==> src/rtl/state_pkg.sv <==
// Shared types for the state shift-register bank sequencer: lane count,
// sequencer states and lane index type.
package state_pkg;

  localparam int NUM_LANES = 5;

  typedef enum logic [2:0] {
    IDLE   = 3'd0,
    LOAD   = 3'd1,
    ROUND  = 3'd2,
    UNLOAD = 3'd3,
    DONE   = 3'd4
  } seq_state_e;

  typedef logic [2:0] lane_idx_t;

  localparam lane_idx_t LAST_LANE = 3'd4;

endpackage

==> src/rtl/seq_beat_counter.sv <==
// Beat-within-lane and lane counters shared by the serial load and unload
// phases; also paces the round passes (cleared at each pass end).
module seq_beat_counter
  import state_pkg::*;
#(
  parameter int BEATS = 64,
  localparam int BW = (BEATS > 1) ? $clog2(BEATS) : 1
) (
  input  logic          clk,
  input  logic          rst,
  input  logic          clear,
  input  logic          inc,
  output logic [BW-1:0] beat,
  output lane_idx_t     lane,
  output logic          last_beat,
  output logic          last_lane
);

  assign last_beat = (beat == BW'(BEATS - 1));
  assign last_lane = (lane == LAST_LANE);

  always_ff @(posedge clk or posedge rst) begin
    if (rst) begin
      beat <= '0;
      lane <= '0;
    end else if (clear) begin
      beat <= '0;
      lane <= '0;
    end else if (inc) begin
      if (last_beat) begin
        beat <= '0;
        // lane wraps only after the final lane so it never exceeds 4
        lane <= last_lane ? 3'd0 : lane + 3'd1;
      end else begin
        beat <= beat + BW'(1);
      end
    end
  end

endmodule

==> src/rtl/state_shift_sequencer.sv <==
// Load / round / unload controller for the 5-lane state shift-register bank;
// owns every lane enable and lane data input of the bank.
module state_shift_sequencer
  import state_pkg::*;
#(
  parameter int WIDTH     = 1,
  parameter int LANE_BITS = 64
) (
  input  logic                           clk,
  input  logic                           rst,
  input  logic                           start,
  input  logic [3:0]                     rounds,
  output logic                           busy,
  output logic                           done,
  input  logic                           in_valid,
  output logic                           in_ready,
  input  logic [WIDTH-1:0]               in_data,
  input  logic [NUM_LANES-1:0][WIDTH-1:0] rf_data,
  input  logic [NUM_LANES-1:0]           sr_out,
  output logic [NUM_LANES-1:0]           sr_enable,
  output logic [NUM_LANES-1:0][WIDTH-1:0] sr_data,
  output logic                           out_valid,
  input  logic                           out_ready,
  output logic                           out_bit,
  output lane_idx_t                      out_lane,
  output logic [3:0]                     round_idx
);

  localparam int BEATS = LANE_BITS / WIDTH;
  localparam int BW    = (BEATS > 1) ? $clog2(BEATS) : 1;

  seq_state_e  state;
  logic [3:0]  rounds_latched;
  logic [3:0]  round_cnt;
  logic [BW-1:0] beat;
  lane_idx_t   lane;
  logic        last_beat;
  logic        last_lane;
  logic        cnt_clear;
  logic        cnt_inc;

  assign cnt_clear = ((state == IDLE) && start) || ((state == ROUND) && last_beat);
  assign cnt_inc   = ((state == LOAD) && in_valid) || (state == ROUND) ||
                     ((state == UNLOAD) && out_ready);

  seq_beat_counter #(.BEATS(BEATS)) u_cnt (
    .clk       (clk),
    .rst       (rst),
    .clear     (cnt_clear),
    .inc       (cnt_inc),
    .beat      (beat),
    .lane      (lane),
    .last_beat (last_beat),
    .last_lane (last_lane)
  );

  always_ff @(posedge clk or posedge rst) begin
    if (rst) begin
      state          <= IDLE;
      rounds_latched <= 4'd0;
      round_cnt      <= 4'd0;
    end else begin
      case (state)
        IDLE: begin
          if (start) begin
            rounds_latched <= rounds;
            round_cnt      <= 4'd0;
            state          <= LOAD;
          end
        end
        LOAD: begin
          if (in_valid && last_beat && last_lane)
            state <= (rounds_latched != 4'd0) ? ROUND : UNLOAD;
        end
        ROUND: begin
          if (last_beat) begin
            if (round_cnt == rounds_latched - 4'd1) begin
              round_cnt <= 4'd0;
              state     <= UNLOAD;
            end else begin
              round_cnt <= round_cnt + 4'd1;
            end
          end
        end
        UNLOAD: begin
          if (out_ready && last_beat && last_lane) state <= DONE;
        end
        DONE:    state <= IDLE;
        default: state <= IDLE;
      endcase
    end
  end

  // Output decode from the registered state and counters.
  always_comb begin
    busy      = 1'b0;
    done      = 1'b0;
    in_ready  = 1'b0;
    out_valid = 1'b0;
    sr_enable = '0;
    sr_data   = '0;
    out_lane  = 3'd0;
    round_idx = 4'd0;
    case (state)
      LOAD: begin
        busy            = 1'b1;
        in_ready        = 1'b1;
        out_lane        = lane;
        sr_enable[lane] = in_valid;
        sr_data[lane]   = in_data;
      end
      ROUND: begin
        busy      = 1'b1;
        sr_enable = '1;
        sr_data   = rf_data;
        round_idx = round_cnt;
      end
      UNLOAD: begin
        busy            = 1'b1;
        out_valid       = 1'b1;
        out_lane        = lane;
        sr_enable[lane] = out_ready;
      end
      DONE: begin
        busy = 1'b1;
        done = 1'b1;
      end
      default: begin
        busy = 1'b0;
      end
    endcase
  end

  assign out_bit = sr_out[out_lane];

endmodule

==> config.mk <==
export PLATFORM = sky130hd
export DESIGN_NAME = state_shift_sequencer
export DESIGN_NICKNAME = d
export VERILOG_FILES = /design/src/rtl/state_pkg.sv /design/src/rtl/seq_beat_counter.sv /design/src/rtl/state_shift_sequencer.sv
export SDC_FILE = /design/constraint.sdc
export NUM_CORES = 1
export LEC_CHECK = 0
export CAP_MARGIN = 20
export CORE_ASPECT_RATIO = 0.6
export CORE_MARGIN = 3
export CORE_UTILIZATION = 50
export CTS_BUF_LIST = sky130_fd_sc_hd__clkbuf_4
export DETAILED_ROUTE_END_ITERATION = 7
export GPL_TIMING_DRIVEN = 0
export PLACE_DENSITY = 0.85
export SETUP_SLACK_MARGIN = 0.15
export SYNTH_ARGS = -nofsm -noshare
export SYNTH_HDL_FRONTEND = slang
export SYNTH_SLANG_ARGS = --single-unit
==> constraint.sdc <==
create_clock -name clk -period 2.45 [get_ports clk]
set_input_delay 0.49 -clock clk [delete_from_list [all_inputs] [get_ports clk]]
set_output_delay 0.49 -clock clk [all_outputs]
set_load 0.02 [all_outputs]
Placed standard cells:
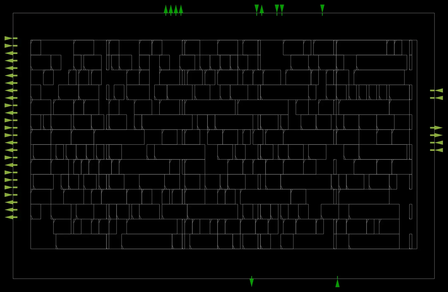
final core occ: 0.751
floorplan core area: 2680 um2
Rows: 14

Cells by drive strength:
Scale bar: 20 um.
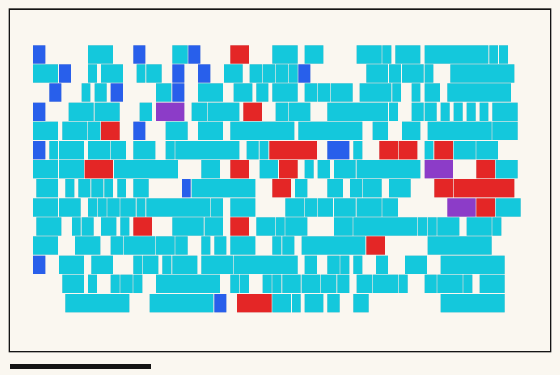
Key: blue = x2 [cells 17]; purple = x6 and larger [cells 3]; red = x3 and x4 [cells 19]; cyan = x1 and smaller [cells 194]

Clock distribution:
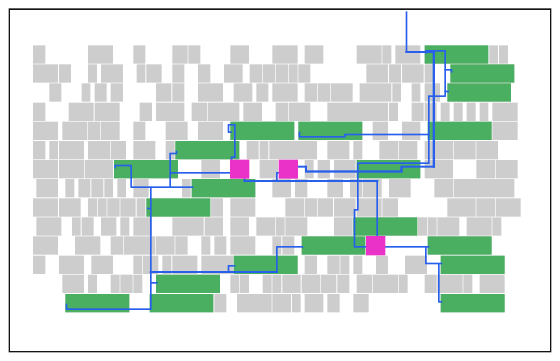
Key: blue = clock wires [length 268 um]; magenta = clock-net drivers [count 3]; green = flip-flops [count 20]
There are 4 routed clock nets.

Wiring heat map:
Scale bar: 20 um. The die is cut into 15 by 10 equal tiles; dark purple is low, yellow is high, scaled to the fullest tile. Values are wire area over tile area, all layers added.
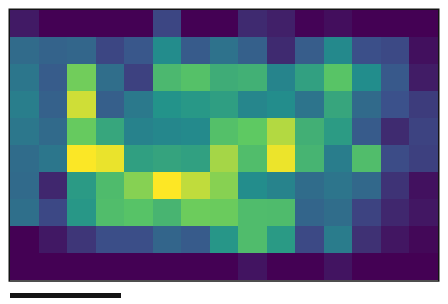
31% of the tiles are over half the peak. The densest ninth of the die: centre. 16% of the tiles are nearly empty.
total via count in the routed design: 1635
aggregate global-route resource usage: 0.248
aggregate routed wire length: 4500 um

==> run summary <==
Physical implementation.

- The global-route wire length before repair is roughly 7500 um.
- For this run, the detailed router reports a per-instance via density of 5.99.
- The registers reported with the highest flop counts are u_cnt.beat x6, round_cnt x4, rounds_latched x4.
- The count of maximum capacitance violations is 0.
- The highest-utilization routing layer at the global route stage is met1.
- The slew of the pin with the lowest slew margin is ~0.76 ns.
- The violation tally recorded at the end of detailed-routing iteration 0 is 132.
- The delay contributed by the slowest stage of the critical path is about 0.41 ns.
- Signal routing reaches up to met4.
- The number of cells on the worst hold path is listed as 1.
- Looking at the post-CTS report, the setup buffer insertion count equals 4.
- The cell-mix breakdown from Yosys lists the simple-gate area share as 0.285.
- The category of the worst setup path capture point is an output port.
- Hold-check failures listed in the final report amount to 0.
- Counting both buffers and inverters, the worst setup path holds a total of 3.
- The required time at the endpoint of the critical path is about 2.0 ns.
- Buffers placed on the I/O ports in this run total 41.
- Looking at the hold checks, the worst path lands on u_cnt.beat[0]$_DFFE_PP0P_.
- The largest voltage drop on the vdd net is approximately 0.64 mV.
- The number of buffers inserted during clock tree synthesis is 3.
- The final layout reports a setup TNS of 0 ns.
- The first TritonRoute pass finished after 4 iterations.
- The setup slack after layout is 0.120 ns.
- After clock tree synthesis, the repair step resized around 57 gates.
- The run finished with clean final reports.
- The power report attributes to the combinational group a share of 0.652.
- The destination of the critical timing path is out_bit.
- The synthesis area per yosys is ~1500 um2.
- The quantity of hold-fixing buffers added after cts is 0.
- The STA report counts the stages on the worst setup path as 7.
- The residual overflow from global routing is 0.
- In this run the vertical extent of the chip is between 40 and 50 um.
- The number of global-route vias before repair is 1493.
- For flop-to-flop paths, the worst setup slack is 0.33 ns.
- In the detailed route, the total length drawn on met2 is ~1900 um.
- The final routed wire length divided by cell count is 16.5 um.
- The number of antenna violations at the first check in global routing is 0.
- The sequential cell area is 500 um2.
- The power report puts the leakage power at roughly 0.00095 uW.
- The cell area after technology mapping is 1500 um2.
- Per the layout report, the design carries between 50 and 60 non-clock buffers.
- The final tally of max-slew violations is 0.
- The post-synthesis adder-cell area fraction is 0.0416.
- The placement stage leaves a total instance area of 1960 um2.
- The power of the combinational group is 1410 uW.
- The number of clock sinks is 20.
- The Yosys step of the flow raised 0 warnings.
- Per the timing report, the most critical flop-to-flop path originates at state[1]$_DFFE_PP0P_.
- Of the post-synthesis cell area, the part taken by muxes is 0.0200.
- met2 track demand over resource after global routing is 0.358.
- The fmax is 429 MHz.
- The pre-CTS setup slack is -0.389 ns.
- Counting flops with an async set or reset pin after synthesis yields a share of 1.00.
- The post-route non-filler standard cell count is 273.
- Setup repair after global routing could not meet its margin everywhere.
- In this run the worst hold path is classified as reg -> reg.
- The most frequently used flop master after synthesis is dfrtp_1.
- Of the total power, registers draw 0.273.
- The count of different cell masters after synthesis is ~42.
- The signal on the critical path passes through buf_6 -> nor2b_4 -> buf_4 -> a31oi_1 -> o22ai_1 -> o21ai_0 -> clkbuf_2.
- Counting flops with a built-in enable in the synthesized netlist gives 0.
- The worst hold path begins at u_cnt.beat[0]$_DFFE_PP0P_.
[synthesized netlist by cell type (all sizes together), types with 3 or more instances]
library cell / instances / area share
ha: 5 / 0.042
a32o: 3 / 0.020
and2: 7 / 0.029
a21oi: 10 / 0.033
or4: 3 / 0.015
dfrtp: 20 / 0.33
nand2: 19 / 0.047
nor2: 18 / 0.045
mux2i: 3 / 0.020
nor3: 4 / 0.013
or4b: 3 / 0.020
clkbuf: 5 / 0.012
nand2b: 3 / 0.012
o31ai: 4 / 0.020
xnor2: 4 / 0.023
inv: 11 / 0.027
buf: 3 / 0.018
a22o: 5 / 0.029
a31oi: 3 / 0.012
nand3: 9 / 0.030
o21ai: 11 / 0.037
and3: 3 / 0.012
Power and IR drop assume default switching activity.
